===== config.mk =====
export PLATFORM = sky130hd
export DESIGN_NAME = dct_transpose_buf
export DESIGN_NICKNAME = d
export VERILOG_FILES = /design/src/rtl/dct_transpose_buf_pkg.sv /design/src/rtl/dct_transpose_buf_transpose_bank.sv /design/src/rtl/dct_transpose_buf.sv
export SDC_FILE = /design/constraint.sdc
export NUM_CORES = 1
export LEC_CHECK = 0
export CAP_MARGIN = 15
export CELL_PAD_IN_SITES_DETAIL_PLACEMENT = 1
export CELL_PAD_IN_SITES_GLOBAL_PLACEMENT = 2
export CORE_UTILIZATION = 54
export CTS_CLUSTER_DIAMETER = 150
export DETAILED_ROUTE_END_ITERATION = 6
export GPL_TIMING_DRIVEN = 0
export HOLD_SLACK_MARGIN = 0.08
export PLACE_DENSITY_LB_ADDON = 0.2
export SLEW_MARGIN = 20
export SYNTH_ARGS = -nofsm -noshare
export SYNTH_HDL_FRONTEND = slang
export SYNTH_HIERARCHICAL = 1
export SYNTH_SLANG_ARGS = --single-unit

===== constraint.sdc =====
create_clock -name clk -period 9.45 [get_ports clk]
set_clock_uncertainty 0.2 [all_clocks]
set_input_delay 2.3625 -clock clk [delete_from_list [all_inputs] [get_ports clk]]
set_output_delay 2.3625 -clock clk [all_outputs]
set_load 0.02 [all_outputs]

===== src/rtl/dct_transpose_buf_pkg.sv =====
// Shared types and constants for the DCT transpose buffer.
// Holds the element, word and index types used by the top level and the bank,
// plus a helper that extracts one element from a packed word (element 0 at
// the most significant end).
package dct_transpose_buf_pkg;

    localparam int N      = 8;
    localparam int ELEM_W = 8;
    localparam int WORD_W = N * ELEM_W;

    typedef logic signed [ELEM_W-1:0] elem_t;
    typedef logic [WORD_W-1:0]        word_t;
    typedef logic [2:0]               idx_t;

    localparam idx_t IDX_LAST = 3'd7;

    // Element i of a packed word; element 0 occupies the top ELEM_W bits.
    function automatic elem_t word_elem(input word_t w, input idx_t i);
        return elem_t'(w[(WORD_W-1) - (int'(i) * ELEM_W) -: ELEM_W]);
    endfunction

endpackage


===== src/rtl/dct_transpose_buf_transpose_bank.sv =====
// One NxN bank of the transpose buffer.
// Ports:
//   clk      - clock, writes on rising edge
//   we       - write enable for the row-write port
//   wr_row   - row index written when we=1
//   wr_word  - row word, element 0 in the top bits
//   rd_col   - column index for the combinational read port
//   rd_word  - column word, row 0 element in the top bits
// Contents are intentionally not reset: a bank is only read after all N rows
// of a block have been written into it.
module transpose_bank
    import dct_transpose_buf_pkg::*;
(
    input  logic  clk,
    input  logic  we,
    input  idx_t  wr_row,
    input  word_t wr_word,
    input  idx_t  rd_col,
    output word_t rd_word
);

    elem_t mem_r [N][N];

    // Row write: split the incoming word into its N elements.
    always_ff @(posedge clk) begin
        if (we) begin
            for (int c = 0; c < N; c++) begin
                mem_r[wr_row][c] <= word_elem(wr_word, idx_t'(c));
            end
        end
    end

    // Column read: gather element rd_col of every row, row 0 at the top.
    always_comb begin
        rd_word = '0;
        for (int r = 0; r < N; r++) begin
            rd_word[(WORD_W-1) - (r * ELEM_W) -: ELEM_W] = mem_r[r][rd_col];
        end
    end

endmodule


===== src/rtl/dct_transpose_buf.sv =====
// Ping-pong transpose buffer between the row-pass and column-pass 1-D DCT.
// Eight row words per 8x8 block go in; the same block comes out as eight
// column words. One bank fills while the other drains.
// Ports:
//   clk, rst_n           - clock and asynchronous active-low reset
//   in_valid/in_ready    - row handshake, in_row element 0 in [63:56]
//   out_valid/out_ready  - column handshake, out_col row 0 element in [63:56]
//   out_first/out_last   - column 0 / column N-1 of a block (with out_valid)
// Handshake outputs are decoded from registered state only, so in_ready never
// depends on in_valid and out_valid never depends on out_ready.
module dct_transpose_buf
    import dct_transpose_buf_pkg::*;
(
    input  logic              clk,
    input  logic              rst_n,
    input  logic              in_valid,
    output logic              in_ready,
    input  logic [WORD_W-1:0] in_row,
    output logic              out_valid,
    input  logic              out_ready,
    output logic [WORD_W-1:0] out_col,
    output logic              out_first,
    output logic              out_last
);

    logic [1:0] full_r;
    logic [1:0] full_nxt_s;
    logic       wr_bank_r;
    logic       rd_bank_r;
    idx_t       wr_row_r;
    idx_t       rd_col_r;

    logic       wr_fire_s;
    logic       rd_fire_s;
    logic       wr_done_s;
    logic       rd_done_s;
    word_t      col0_s;
    word_t      col1_s;

    assign in_ready  = !full_r[wr_bank_r];
    assign out_valid = full_r[rd_bank_r];
    assign out_first = out_valid && (rd_col_r == 3'd0);
    assign out_last  = out_valid && (rd_col_r == IDX_LAST);
    assign out_col   = rd_bank_r ? col1_s : col0_s;

    assign wr_fire_s = in_valid && in_ready;
    assign rd_fire_s = out_valid && out_ready;
    assign wr_done_s = wr_fire_s && (wr_row_r == IDX_LAST);
    assign rd_done_s = rd_fire_s && (rd_col_r == IDX_LAST);

    transpose_bank u_bank0 (
        .clk     (clk),
        .we      (wr_fire_s && (wr_bank_r == 1'b0)),
        .wr_row  (wr_row_r),
        .wr_word (in_row),
        .rd_col  (rd_col_r),
        .rd_word (col0_s)
    );

    transpose_bank u_bank1 (
        .clk     (clk),
        .we      (wr_fire_s && (wr_bank_r == 1'b1)),
        .wr_row  (wr_row_r),
        .wr_word (in_row),
        .rd_col  (rd_col_r),
        .rd_word (col1_s)
    );

    // Full-flag update: a completed write sets its bank, a completed read
    // clears its bank; they never target the same bank on one edge because
    // a full bank is never written.
    always_comb begin
        full_nxt_s = full_r;
        if (wr_done_s) begin
            full_nxt_s[wr_bank_r] = 1'b1;
        end else begin
            full_nxt_s[wr_bank_r] = full_r[wr_bank_r];
        end
        if (rd_done_s) begin
            full_nxt_s[rd_bank_r] = 1'b0;
        end else begin
            full_nxt_s[rd_bank_r] = full_nxt_s[rd_bank_r];
        end
    end

    // Pointer and flag registers; 3-bit indices wrap from N-1 to 0 naturally.
    always_ff @(posedge clk or negedge rst_n) begin
        if (!rst_n) begin
            full_r    <= 2'b00;
            wr_bank_r <= 1'b0;
            rd_bank_r <= 1'b0;
            wr_row_r  <= 3'd0;
            rd_col_r  <= 3'd0;
        end else begin
            full_r <= full_nxt_s;
            if (wr_fire_s) begin
                wr_row_r <= wr_row_r + 3'd1;
                if (wr_done_s) begin
                    wr_bank_r <= !wr_bank_r;
                end
            end
            if (rd_fire_s) begin
                rd_col_r <= rd_col_r + 3'd1;
                if (rd_done_s) begin
                    rd_bank_r <= !rd_bank_r;
                end
            end
        end
    end

endmodule


==> run_summary.xml, run 1 <==
<?xml version="1.0" encoding="UTF-8"?>
<metrics>
  <group name="timing">
    <metric name="final_max_slew_viol_count" unit="">0</metric>
    <metric name="worst_pin_slew" unit="ns">1.217</metric>
    <metric name="post-route-period-util" unit="">0.7005</metric>
    <metric name="period_needed" unit="ns">6.620</metric>
    <metric name="grt_setup_unrepaired" unit="">false</metric>
    <metric name="setup-tns-final" unit="ns">0</metric>
    <metric name="finalSetupViolCount" unit="">0</metric>
    <metric name="finalHoldViolations" unit="">0</metric>
    <metric name="whs" unit="ns">0.3886</metric>
    <metric name="final_critical_path_setup_slack" unit="ns">2.830</metric>
    <metric name="max_freq" unit="MHz">151.1</metric>
    <metric name="relSlewSlack" unit="">0.1888</metric>
  </group>
  <group name="route">
    <metric name="antenna_violating_nets_post_route" unit="">0</metric>
    <metric name="drt_drc_violations_left" unit="">0</metric>
    <metric name="detail_route.wirelength.met1" unit="µm">43540</metric>
    <metric name="vias_after_detailed_routing" unit="">19232</metric>
    <metric name="detail_route.iter0.violations" unit="">2130</metric>
    <metric name="wirelength" unit="µm">108400</metric>
    <metric name="wl_met2" unit="µm">54280</metric>
    <metric name="firstDrtPassIters" unit="">5</metric>
    <metric name="detail_route.vias_per_cell" unit="">6.502</metric>
    <metric name="met3WireLength" unit="µm">8047</metric>
    <metric name="topRoutingLayerUsed" unit="">met4</metric>
  </group>
  <group name="worst_setup_path">
    <metric name="r2r_end" unit="">u_bank0/mem_r[2][28]</metric>
    <metric name="path_cells" unit="">buf_2 -&gt; buf_1 -&gt; mux4_2 -&gt; mux2_2 -&gt; mux2_2 -&gt; clkdlybuf4s50_1</metric>
    <metric name="timing.setup.critical_path_class" unit="">flop to output port</metric>
    <metric name="reg2reg_setup_slack" unit="ns">5.76</metric>
    <metric name="timing.critical_path.to_type" unit="">output port</metric>
    <metric name="regToRegStartpoint" unit="">wr_bank_r</metric>
    <metric name="wp_data_required" unit="ns">6.89</metric>
    <metric name="setup.worst_path.start_class" unit="">flop</metric>
    <metric name="worstSetupEndpoint" unit="">out_col[29]</metric>
    <metric name="crit_start" unit="">rd_col_r[2]</metric>
    <metric name="slowest_stage" unit="">sky130_fd_sc_hd__buf_1</metric>
    <metric name="r2r.worst_path.cells" unit="">8</metric>
    <metric name="critical_path_arrival" unit="ns">4.06</metric>
    <metric name="worst_path_dominant_cell_family" unit="">buffers and inverters</metric>
    <metric name="crit_path_max_incr_delay" unit="ns">0.89</metric>
    <metric name="critical_path_cell_count" unit="">6</metric>
    <metric name="worst-path-buf-inv" unit="">3</metric>
    <metric name="cpMostUsedCell" unit="">sky130_fd_sc_hd__mux2_2</metric>
  </group>
  <group name="placed_design">
    <metric name="place.detailed.instances" unit="">2764</metric>
    <metric name="finalWeightedCongestion" unit="">0.7917</metric>
    <metric name="port_buffers" unit="">135</metric>
    <metric name="hpwlAfterDp" unit="µm">66120</metric>
    <metric name="detailedPlace.worstSlack" unit="ns">3.375</metric>
    <metric name="dpl-instance-area" unit="µm²">43320</metric>
  </group>
  <group name="global_routing">
    <metric name="gr_overflow_total" unit="">0</metric>
    <metric name="first_global_vias" unit="">20162</metric>
    <metric name="grt_pass1_wl" unit="µm">150800</metric>
    <metric name="grt_max_degree" unit="">32</metric>
    <metric name="grt_usage" unit="">0.2952</metric>
    <metric name="met2_usage" unit="">0.4866</metric>
    <metric name="initial_antenna_violation_count" unit="">3</metric>
  </group>
  <group name="cells_and_area">
    <metric name="multi_input_comb_cells" unit="">503</metric>
    <metric name="filler_cell_count" unit="">5624</metric>
    <metric name="fin_nets" unit="">1985</metric>
    <metric name="area_dominant_class" unit="">registers</metric>
    <metric name="layout_top_cells_excl_fill_tap" unit="">1024 x sky130_fd_sc_hd__edfxtp_1, 256 x sky130_fd_sc_hd__mux4_2, 194 x sky130_fd_sc_hd__mux2_2, 131 x sky130_fd_sc_hd__clkdlybuf4s50_1, 107 x sky130_fd_sc_hd__clkbuf_16</metric>
    <metric name="layout.cells.non_filler" unit="">2958</metric>
    <metric name="final.signal_buffer_count" unit="">266</metric>
    <metric name="clock_buffer_count" unit="">118</metric>
    <metric name="num_antenna_cells" unit="">0</metric>
    <metric name="comb-cell-share" unit="">0.1792</metric>
    <metric name="drive_above_1_share" unit="">0.3682</metric>
    <metric name="area_growth_syn_to_layout" unit="%">17.97</metric>
    <metric name="flop_area" unit="µm²">31000</metric>
    <metric name="final-clk-cell-share" unit="">0.07852</metric>
    <metric name="largestRegisters" unit="">u_bank0/mem_r: 512 flops, u_bank1/mem_r: 512 flops</metric>
    <metric name="post-route-cell-area" unit="µm²">46990</metric>
    <metric name="final_common_cell" unit="">sky130_fd_sc_hd__edfxtp_1</metric>
    <metric name="numSequentialCells" unit="">1034</metric>
    <metric name="signal_buffer_area_fraction" unit="">0.05698</metric>
    <metric name="multi_input_comb_area" unit="µm²">8419</metric>
    <metric name="sh_seq_area" unit="">0.6597</metric>
  </group>
  <group name="floorplanning">
    <metric name="num_rows" unit="">99</metric>
    <metric name="boundaryPins" unit="">136</metric>
    <metric name="die_x" unit="µm">273.6</metric>
    <metric name="coreArea" unit="µm²">72960</metric>
    <metric name="tap_cells" unit="">959</metric>
    <metric name="dieArea" unit="µm²">74860</metric>
    <metric name="fp_util" unit="">0.5460</metric>
    <metric name="die_y" unit="µm">273.6</metric>
  </group>
  <group name="clock_tree">
    <metric name="tritoncts" unit="">built</metric>
    <metric name="cts_made_buffers" unit="">105</metric>
    <metric name="cts-root-buf" unit="">sky130_fd_sc_hd__clkbuf_16</metric>
    <metric name="max-clock-path-buffers" unit="">3</metric>
    <metric name="post_cts_hold_buffer_count" unit="">0</metric>
    <metric name="cts.sink_count" unit="">1034</metric>
    <metric name="cts_setup_buffers" unit="">0</metric>
    <metric name="cts.clk_slew.worst_paths" unit="ns">0.06</metric>
    <metric name="cts.htree.levels" unit="">3</metric>
    <metric name="post_cts_resize_count" unit="">0</metric>
    <metric name="clkLatencyLatePin" unit="ns">0.65</metric>
  </group>
  <group name="power_and_ir_drop">
    <metric name="leakagePower" unit="nW">14.88</metric>
    <metric name="ir_drop" unit="µV">210.8</metric>
    <metric name="cell_internal_pwr" unit="W">0.01040</metric>
    <metric name="p_clk_frac" unit="">0.295</metric>
    <metric name="power.clock.total" unit="W">0.00443</metric>
    <metric name="reported_net_switching_power" unit="W">0.004605</metric>
    <metric name="combinational_share_of_power" unit="">0.342</metric>
    <metric name="maxPowerGroup" unit="">registers</metric>
    <metric name="combinationalPower" unit="W">0.00513</metric>
    <metric name="areal_power_density_over_the_cells" unit="nW/µm²">319.3</metric>
    <metric name="power_frac_seq" unit="">0.362</metric>
    <metric name="totalPowerFinal" unit="W">0.01501</metric>
    <metric name="power_switching_share" unit="">0.3069</metric>
    <metric name="power_sequential" unit="W">0.00544</metric>
  </group>
  <group name="synthesis">
    <metric name="yosysTopAreaCellShare" unit="">0.7719</metric>
    <metric name="synth_cells" unit="">1617</metric>
    <metric name="yosysWarningCount" unit="">6</metric>
    <metric name="synth_top_cell_by_count" unit="">sky130_fd_sc_hd__edfxtp_1</metric>
    <metric name="synthMuxAreaShare" unit="">0.2012</metric>
    <metric name="yosys.area.top_type" unit="">sky130_fd_sc_hd__edfxtp_1</metric>
    <metric name="yosys-top-cells-area" unit="">sky130_fd_sc_hd__edfxtp_1 77%, sky130_fd_sc_hd__mux4_2 14%, sky130_fd_sc_hd__mux2_2 5.5%</metric>
    <metric name="yosys.area_share.simple" unit="">0.004554</metric>
    <metric name="yosys-stat-cells" unit="">1617</metric>
    <metric name="synthDistinctLibCells" unit="">30</metric>
    <metric name="postSynth.asyncResetShare" unit="">0.009671</metric>
    <metric name="ys_sh_adder" unit="">0.001570</metric>
    <metric name="ys.flop_type" unit="">sky130_fd_sc_hd__edfxtp_1</metric>
    <metric name="synth.top_cells.by_count" unit="">1024 x sky130_fd_sc_hd__edfxtp_1, 256 x sky130_fd_sc_hd__mux4_2, 194 x sky130_fd_sc_hd__mux2_2</metric>
    <metric name="synthesized_chip_area_reported_by_yosys" unit="µm²">39830</metric>
    <metric name="ys_seq_frac" unit="">0.7782</metric>
    <metric name="synth.comb.largest_family" unit="">multiplexers</metric>
    <metric name="syn-num-nets" unit="">1690</metric>
    <metric name="enable_flop_cells" unit="">1024</metric>
    <metric name="syn_avg_cell_area" unit="µm²">24.63</metric>
    <metric name="seq_cells_post_synth" unit="">1034</metric>
    <metric name="synthesis.area" unit="µm²">39830</metric>
    <metric name="synth-compound-area-share" unit="">0.0008167</metric>
    <metric name="synth.cellmix.xorXnorShare" unit="">0.0004397</metric>
  </group>
  <group name="hold_path">
    <metric name="worst_hold_path_type" unit="">flop to flop</metric>
    <metric name="worst_hold_path.endpoint" unit="">wr_bank_r</metric>
    <metric name="holdCritStartpoint" unit="">full_r[0]</metric>
    <metric name="hold-path-cell-count" unit="">1</metric>
  </group>
  <group name="status">
    <metric name="result_of_the_run" unit="">finished clean</metric>
  </group>
  <group name="flow_run">
    <metric name="maxCapViolCount" unit="">0</metric>
    <metric name="log.warning_count" unit="">28</metric>
  </group>
</metrics>
### Wiring by layer, run 1

Scale: 1.5 px per µm. Only two layers are drawn.
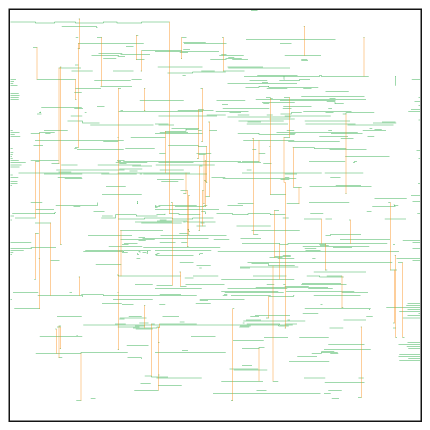
green -> metal 3  # wire length 8050 µm
orange -> metal 4  # wire length 2580 µm

### Sequential cells grouped by signal name, run 1

Scale: 1.5 px per µm. Other sequential cells in the stronger gray, the rest of the logic in the fainter gray.
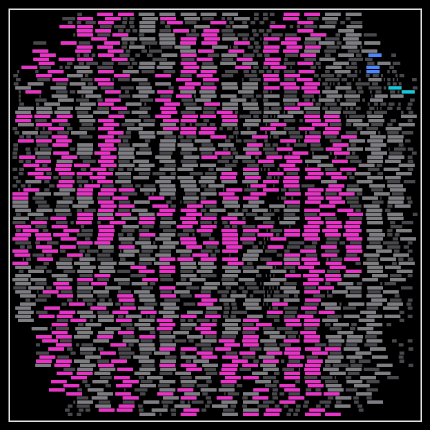
cyan -> full_r  # placed flops 2
blue -> wr_row_r  # placed flops 3
magenta -> u_bank0/mem_r  # placed flops 512, where all over the die

### Track usage over the die, run 1

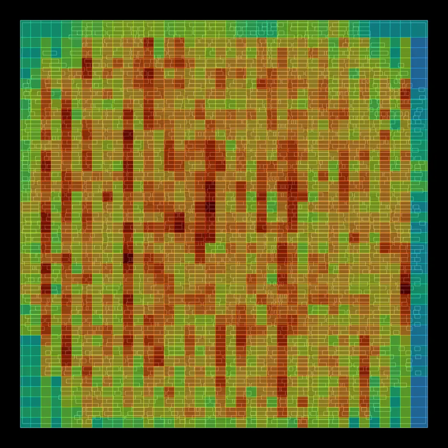
post-DR wirelength/cell: 36.66 µm
final core utilization: 0.6441
met1 usage in global routing: 0.4138
routing usage on met3: 0.04439
Most Crowded Layer GR: met2

### Met1 routing, run 1

Scale: 2 px per µm. Supply wires on this layer in gray. Cells faint in the background.
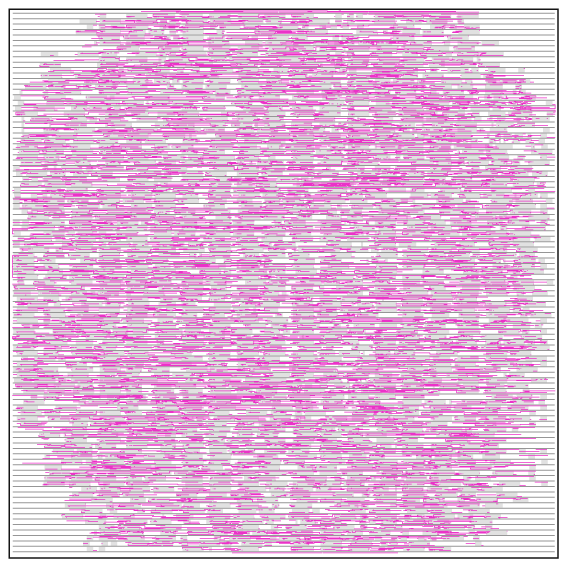

==> inputs of run 2 (changes only) <==
--- a/config.mk
+++ b/config.mk
@@ -8,7 +8,7 @@
 export CAP_MARGIN = 15
 export CELL_PAD_IN_SITES_DETAIL_PLACEMENT = 1
 export CELL_PAD_IN_SITES_GLOBAL_PLACEMENT = 2
-export CORE_UTILIZATION = 54
+export CORE_UTILIZATION = 45
 export CTS_CLUSTER_DIAMETER = 150
 export DETAILED_ROUTE_END_ITERATION = 6
 export GPL_TIMING_DRIVEN = 0
==> constraint.sdc (replaced) <==
create_clock -name clk -period 5.6 [get_ports clk]
set_clock_uncertainty 0.2 [all_clocks]
set_input_delay 1.4 -clock clk [delete_from_list [all_inputs] [get_ports clk]]
set_output_delay 1.4 -clock clk [all_outputs]
set_load 0.02 [all_outputs]
### Met1 routing, run 2

Scale: 2 px per µm. Supply wires on this layer in gray. Cells faint in the background.
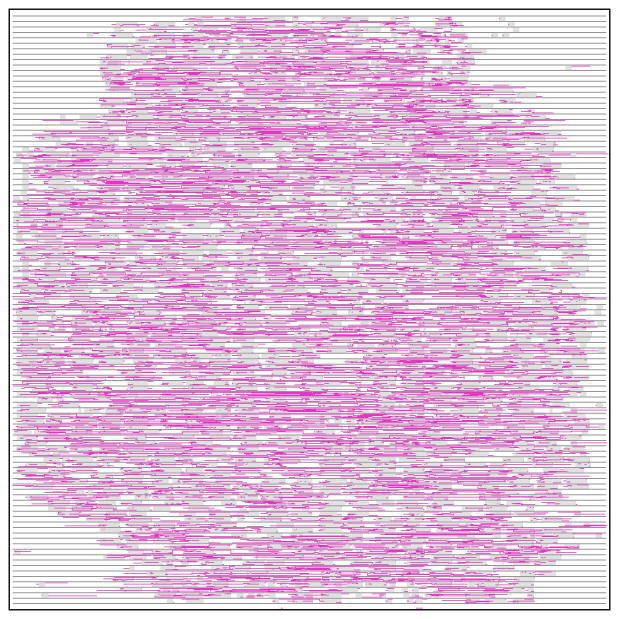
wire length on this layer = 44.0 mm
longest straight run = 134 µm

### Wiring by layer, run 2

Scale: 1.5 px per µm. Only two layers are drawn.
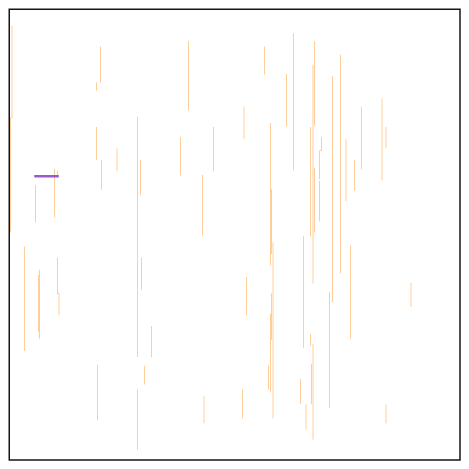
orange -> metal 4  # wire length 2720 µm
purple -> metal 5  # wire length 14.7 µm

==> run 2 against run 1 <==
Net effect: via count fell by 3.7%; worst setup slack got worse by 2.8 ns; first-iteration DRC count fell by 13%; final area barely moved; sequential share of layout area barely moved; total power rose by 64%; synthesized cell count did not move; wire length fell by 1.5%; sequential power rose by 69%; register-to-register slack got worse by 3.3 ns; global-route usage fell by 5.3 points; die size rose by 20%; critical endpoint is now out_col[34]; highest routed layer is now met5.
==> run_summary.xml, run 2 <==
<?xml version="1.0" encoding="UTF-8"?>
<metrics>
  <group name="power_and_ir_drop">
    <metric name="leakagePower" unit="nW">14.72</metric>
    <metric name="reported_net_switching_power" unit="W">0.007716</metric>
    <metric name="maxPowerGroup" unit="">registers</metric>
    <metric name="p_clk_frac" unit="">0.274</metric>
    <metric name="power_frac_seq" unit="">0.373</metric>
    <metric name="combinational_share_of_power" unit="">0.353</metric>
    <metric name="power.clock.total" unit="W">0.00673</metric>
    <metric name="power_switching_share" unit="">0.3140</metric>
    <metric name="areal_power_density_over_the_cells" unit="nW/µm²">523.2</metric>
    <metric name="combinationalPower" unit="W">0.00868</metric>
    <metric name="totalPowerFinal" unit="W">0.02458</metric>
  </group>
  <group name="hold_path">
    <metric name="worst_hold_path_type" unit="">flop to flop</metric>
    <metric name="hold-path-cell-count" unit="">1</metric>
  </group>
  <group name="clock_tree">
    <metric name="max-clock-path-buffers" unit="">3</metric>
    <metric name="clkLatencyLatePin" unit="ns">0.66</metric>
    <metric name="cts_made_buffers" unit="">106</metric>
    <metric name="cts.clk_slew.worst_paths" unit="ns">0.06</metric>
    <metric name="cts-root-buf" unit="">sky130_fd_sc_hd__clkbuf_16</metric>
    <metric name="tritoncts" unit="">built</metric>
    <metric name="cts.sink_count" unit="">1034</metric>
    <metric name="post_cts_hold_buffer_count" unit="">0</metric>
  </group>
  <group name="synthesis">
    <metric name="enable_flop_cells" unit="">1024</metric>
    <metric name="yosys-stat-cells" unit="">1617</metric>
    <metric name="synthesis.area" unit="µm²">39830</metric>
    <metric name="yosys.area.top_type" unit="">sky130_fd_sc_hd__edfxtp_1</metric>
    <metric name="ys.flop_type" unit="">sky130_fd_sc_hd__edfxtp_1</metric>
    <metric name="syn_avg_cell_area" unit="µm²">24.63</metric>
    <metric name="syn-num-nets" unit="">1690</metric>
    <metric name="yosysTopAreaCellShare" unit="">0.7719</metric>
    <metric name="synth_cells" unit="">1617</metric>
    <metric name="synth_top_cell_by_count" unit="">sky130_fd_sc_hd__edfxtp_1</metric>
    <metric name="synthMuxAreaShare" unit="">0.2012</metric>
    <metric name="postSynth.asyncResetShare" unit="">0.009671</metric>
    <metric name="synth.comb.largest_family" unit="">multiplexers</metric>
    <metric name="ys_seq_frac" unit="">0.7782</metric>
    <metric name="synthDistinctLibCells" unit="">30</metric>
    <metric name="yosys.area_share.simple" unit="">0.004554</metric>
    <metric name="seq_cells_post_synth" unit="">1034</metric>
    <metric name="yosys-top-cells-area" unit="">sky130_fd_sc_hd__edfxtp_1 77%, sky130_fd_sc_hd__mux4_2 14%, sky130_fd_sc_hd__mux2_2 5.5%</metric>
  </group>
  <group name="route">
    <metric name="wl_met2" unit="µm">52140</metric>
    <metric name="firstDrtPassIters" unit="">5</metric>
    <metric name="detail_route.iter0.violations" unit="">1862</metric>
    <metric name="detail_route.vias_per_cell" unit="">5.874</metric>
    <metric name="detail_route.wirelength.met1" unit="µm">44040</metric>
    <metric name="topRoutingLayerUsed" unit="">met5</metric>
    <metric name="met3WireLength" unit="µm">7842</metric>
    <metric name="drt_drc_violations_left" unit="">0</metric>
    <metric name="vias_after_detailed_routing" unit="">18526</metric>
    <metric name="wl_per_cell" unit="µm">33.85</metric>
  </group>
  <group name="global_routing">
    <metric name="gr_overflow_total" unit="">0</metric>
    <metric name="met2_usage" unit="">0.3929</metric>
    <metric name="initial_antenna_violation_count" unit="">2</metric>
    <metric name="first_global_vias" unit="">19714</metric>
    <metric name="use_met1" unit="">0.3368</metric>
    <metric name="globalRoute.busiestLayer" unit="">met2</metric>
    <metric name="grt_max_degree" unit="">32</metric>
    <metric name="grt_pass1_wl" unit="µm">149200</metric>
  </group>
  <group name="cells_and_area">
    <metric name="flop_area" unit="µm²">31000</metric>
    <metric name="drive_above_1_share" unit="">0.3584</metric>
    <metric name="multi_input_comb_area" unit="µm²">8444</metric>
    <metric name="layout.cells.non_filler" unit="">3154</metric>
    <metric name="multi_input_comb_cells" unit="">503</metric>
    <metric name="layout_top_cells_excl_fill_tap" unit="">1024 x sky130_fd_sc_hd__edfxtp_1, 256 x sky130_fd_sc_hd__mux4_2, 194 x sky130_fd_sc_hd__mux2_2, 133 x sky130_fd_sc_hd__clkdlybuf4s50_1, 109 x sky130_fd_sc_hd__clkbuf_16</metric>
    <metric name="clock_buffer_count" unit="">134</metric>
    <metric name="filler_cell_count" unit="">7360</metric>
    <metric name="area_dominant_class" unit="">registers</metric>
    <metric name="num_antenna_cells" unit="">4</metric>
    <metric name="comb-cell-share" unit="">0.1798</metric>
    <metric name="numSequentialCells" unit="">1034</metric>
    <metric name="fin_nets" unit="">1976</metric>
    <metric name="layout.core_utilization" unit="">0.5390</metric>
    <metric name="signal_buffer_area_fraction" unit="">0.05892</metric>
    <metric name="area_growth_syn_to_layout" unit="%">17.93</metric>
  </group>
  <group name="timing">
    <metric name="worst_pin_slew" unit="ns">1.184</metric>
    <metric name="final_critical_path_setup_slack" unit="ns">0.07921</metric>
    <metric name="post-route-period-util" unit="">0.9859</metric>
    <metric name="final_max_slew_viol_count" unit="">0</metric>
    <metric name="finalSetupViolCount" unit="">0</metric>
    <metric name="relSlewSlack" unit="">0.2081</metric>
    <metric name="setup-tns-final" unit="ns">0</metric>
    <metric name="period_needed" unit="ns">5.521</metric>
    <metric name="whs" unit="ns">0.3859</metric>
    <metric name="max_freq" unit="MHz">181.1</metric>
    <metric name="grt_setup_unrepaired" unit="">false</metric>
    <metric name="finalHoldViolations" unit="">0</metric>
  </group>
  <group name="placed_design">
    <metric name="detailedPlace.worstSlack" unit="ns">0.6274</metric>
    <metric name="port_buffers" unit="">135</metric>
    <metric name="hpwlAfterDp" unit="µm">65830</metric>
    <metric name="place.detailed.instances" unit="">2950</metric>
  </group>
  <group name="floorplanning">
    <metric name="dieArea" unit="µm²">89720</metric>
    <metric name="die_x" unit="µm">299.5</metric>
    <metric name="num_rows" unit="">108</metric>
    <metric name="die_y" unit="µm">299.5</metric>
    <metric name="boundaryPins" unit="">136</metric>
  </group>
  <group name="worst_setup_path">
    <metric name="worstSetupEndpoint" unit="">out_col[34]</metric>
    <metric name="setup.worst_path.start_class" unit="">flop</metric>
    <metric name="r2r_end" unit="">u_bank0/mem_r[2][42]</metric>
    <metric name="reg2reg_setup_slack" unit="ns">2.46</metric>
    <metric name="path_cells" unit="">buf_2 -&gt; buf_1 -&gt; mux4_2 -&gt; mux2_2 -&gt; mux2_2 -&gt; clkdlybuf4s50_1</metric>
    <metric name="timing.critical_path.to_type" unit="">output port</metric>
    <metric name="crit_path_max_incr_delay" unit="ns">0.88</metric>
    <metric name="critical_path_cell_count" unit="">6</metric>
    <metric name="cpMostUsedCell" unit="">sky130_fd_sc_hd__mux2_2</metric>
    <metric name="worst_path_dominant_cell_family" unit="">buffers and inverters</metric>
    <metric name="crit_start" unit="">rd_col_r[2]</metric>
    <metric name="timing.setup.critical_path_class" unit="">flop to output port</metric>
    <metric name="wp_data_required" unit="ns">4.00</metric>
  </group>
  <group name="flow_run">
    <metric name="log.warning_count" unit="">28</metric>
  </group>
  <group name="status">
    <metric name="result_of_the_run" unit="">finished clean</metric>
  </group>
</metrics>
### Track usage over the die, run 2

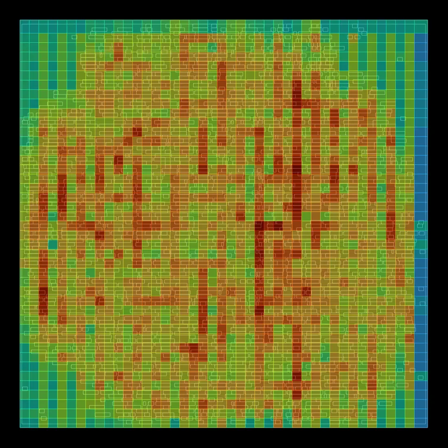
routing usage on met3: 0.04697
total track usage: 0.2424

### Met4 routing, run 2

Scale: 1.5 px per µm. Supply wires on this layer in gray.
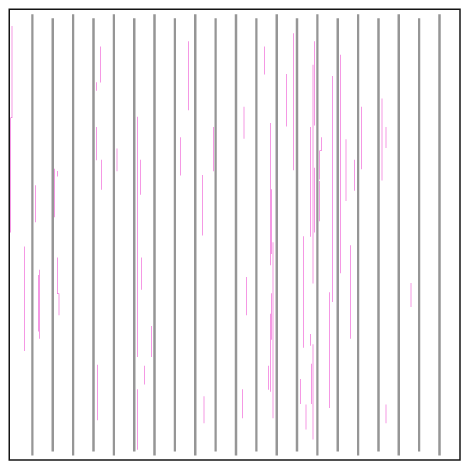

==> inputs of run 3 (changes only) <==
--- a/config.mk
+++ b/config.mk
@@ -8,8 +8,9 @@
 export CAP_MARGIN = 15
 export CELL_PAD_IN_SITES_DETAIL_PLACEMENT = 1
 export CELL_PAD_IN_SITES_GLOBAL_PLACEMENT = 2
-export CORE_UTILIZATION = 45
-export CTS_CLUSTER_DIAMETER = 150
+export CORE_UTILIZATION = 47
+export CTS_BUF_LIST = sky130_fd_sc_hd__clkbuf_4 sky130_fd_sc_hd__clkbuf_8
+export CTS_CLUSTER_DIAMETER = 30
 export DETAILED_ROUTE_END_ITERATION = 6
 export GPL_TIMING_DRIVEN = 0
 export HOLD_SLACK_MARGIN = 0.08
### Met4 routing, run 3

Scale: 1.5 px per µm. Supply wires on this layer in gray.
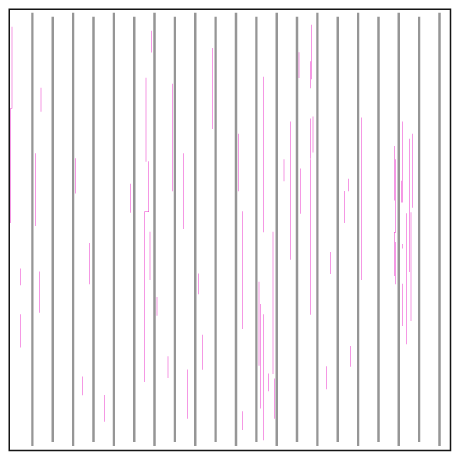
main direction = vertical
wire length on this layer = 2530 µm

### Track usage over the die, run 3

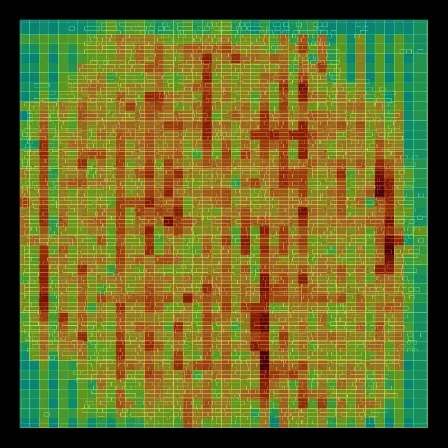
met1 usage in global routing: 0.3481
post-DR wirelength/cell: 32.84 µm

### Met1 routing, run 3

Scale: 2 px per µm. Supply wires on this layer in gray. Cells faint in the background.
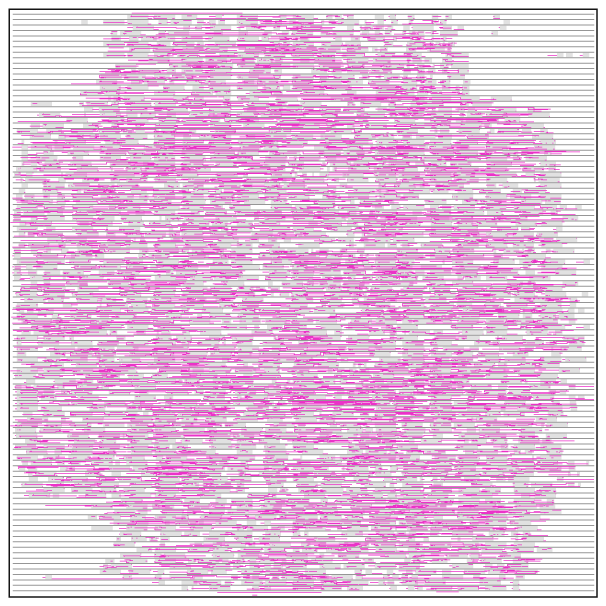
total wirelength of the detailed-routed design: 108400 µm
vias after detailed routing: 19319

==> run 3 against run 2 <==
Net effect: non-clock buffer count did not move; clock-buffer cell count rose by 114; sequential share of layout area is 1.6 points lower; register-to-register slack got worse by 0.08 ns; worst setup slack improved by 0.10 ns; first-iteration DRC count up 1.8%; sequential power barely moved; maximum frequency increased by 1.9%; largest cell class unchanged; largest power group unchanged; highest routed layer unchanged.
==> run_summary.xml, run 3 <==
<?xml version="1.0" encoding="UTF-8"?>
<metrics>
  <group name="worst_setup_path">
    <metric name="regToRegStartpoint" unit="">wr_bank_r</metric>
    <metric name="r2r_end" unit="">u_bank0/mem_r[2][60]</metric>
    <metric name="worst-path-buf-inv" unit="">4</metric>
    <metric name="r2r.worst_path.cells" unit="">7</metric>
    <metric name="timing.setup.critical_path_class" unit="">flop to output port</metric>
    <metric name="worstSetupEndpoint" unit="">out_col[59]</metric>
    <metric name="crit_start" unit="">rd_col_r[2]</metric>
    <metric name="worst_path_dominant_cell_family" unit="">buffers and inverters</metric>
  </group>
  <group name="synthesis">
    <metric name="synth.cellmix.xorXnorShare" unit="">0.0004397</metric>
    <metric name="synthesized_chip_area_reported_by_yosys" unit="µm²">39830</metric>
    <metric name="ys.flop_type" unit="">sky130_fd_sc_hd__edfxtp_1</metric>
    <metric name="synth_top_cell_by_count" unit="">sky130_fd_sc_hd__edfxtp_1</metric>
    <metric name="synthDistinctLibCells" unit="">30</metric>
    <metric name="synth.comb.largest_family" unit="">multiplexers</metric>
    <metric name="synth_cells" unit="">1617</metric>
    <metric name="enable_flop_cells" unit="">1024</metric>
    <metric name="synth.top_cells.by_count" unit="">1024 x sky130_fd_sc_hd__edfxtp_1, 256 x sky130_fd_sc_hd__mux4_2, 194 x sky130_fd_sc_hd__mux2_2</metric>
    <metric name="yosysWarningCount" unit="">6</metric>
  </group>
  <group name="placed_design">
    <metric name="finalWeightedCongestion" unit="">0.7471</metric>
    <metric name="port_buffers" unit="">135</metric>
    <metric name="dpl-instance-area" unit="µm²">43590</metric>
  </group>
  <group name="power_and_ir_drop">
    <metric name="areal_power_density_over_the_cells" unit="nW/µm²">544.6</metric>
    <metric name="combinational_share_of_power" unit="">0.334</metric>
    <metric name="reported_net_switching_power" unit="W">0.008239</metric>
    <metric name="leakagePower" unit="nW">15.45</metric>
    <metric name="p_clk_frac" unit="">0.316</metric>
    <metric name="combinationalPower" unit="W">0.00875</metric>
    <metric name="totalPowerFinal" unit="W">0.02623</metric>
  </group>
  <group name="route">
    <metric name="met3WireLength" unit="µm">8217</metric>
    <metric name="antenna_violating_nets_post_route" unit="">0</metric>
    <metric name="detail_route.wirelength.met1" unit="µm">44450</metric>
    <metric name="firstDrtPassIters" unit="">5</metric>
    <metric name="topRoutingLayerUsed" unit="">met5</metric>
    <metric name="detail_route.iter0.violations" unit="">1895</metric>
  </group>
  <group name="hold_path">
    <metric name="worst_hold_path.endpoint" unit="">wr_bank_r</metric>
  </group>
  <group name="timing">
    <metric name="final_critical_path_setup_slack" unit="ns">0.1817</metric>
    <metric name="final_max_slew_viol_count" unit="">0</metric>
    <metric name="max_freq" unit="MHz">184.6</metric>
    <metric name="period_needed" unit="ns">5.418</metric>
    <metric name="finalHoldViolations" unit="">0</metric>
    <metric name="post-route-period-util" unit="">0.9676</metric>
  </group>
  <group name="cells_and_area">
    <metric name="largestRegisters" unit="">u_bank0/mem_r: 512 flops, u_bank1/mem_r: 512 flops</metric>
    <metric name="final.signal_buffer_count" unit="">256</metric>
    <metric name="comb-cell-share" unit="">0.1753</metric>
    <metric name="drive_above_1_share" unit="">0.4280</metric>
    <metric name="layout.core_utilization" unit="">0.5746</metric>
    <metric name="numSequentialCells" unit="">1034</metric>
    <metric name="signal_buffer_area_fraction" unit="">0.05726</metric>
    <metric name="flop_area" unit="µm²">31000</metric>
    <metric name="final-clk-cell-share" unit="">0.09405</metric>
  </group>
  <group name="floorplanning">
    <metric name="num_rows" unit="">106</metric>
    <metric name="boundaryPins" unit="">136</metric>
    <metric name="tap_cells" unit="">1134</metric>
    <metric name="die_y" unit="µm">293.1</metric>
    <metric name="fp_util" unit="">0.4752</metric>
  </group>
  <group name="global_routing">
    <metric name="first_global_vias" unit="">20538</metric>
    <metric name="met2_usage" unit="">0.4139</metric>
    <metric name="gr_overflow_total" unit="">0</metric>
  </group>
  <group name="status">
    <metric name="result_of_the_run" unit="">finished clean</metric>
  </group>
  <group name="flow_run">
    <metric name="maxCapViolCount" unit="">0</metric>
  </group>
  <group name="clock_tree">
    <metric name="tritoncts" unit="">built</metric>
    <metric name="cts.clk_slew.worst_paths" unit="ns">0.05</metric>
    <metric name="cts_setup_buffers" unit="">0</metric>
    <metric name="cts_made_buffers" unit="">203</metric>
    <metric name="cts.sink_count" unit="">1034</metric>
  </group>
</metrics>
Power is estimated from default activity; no workload was simulated.
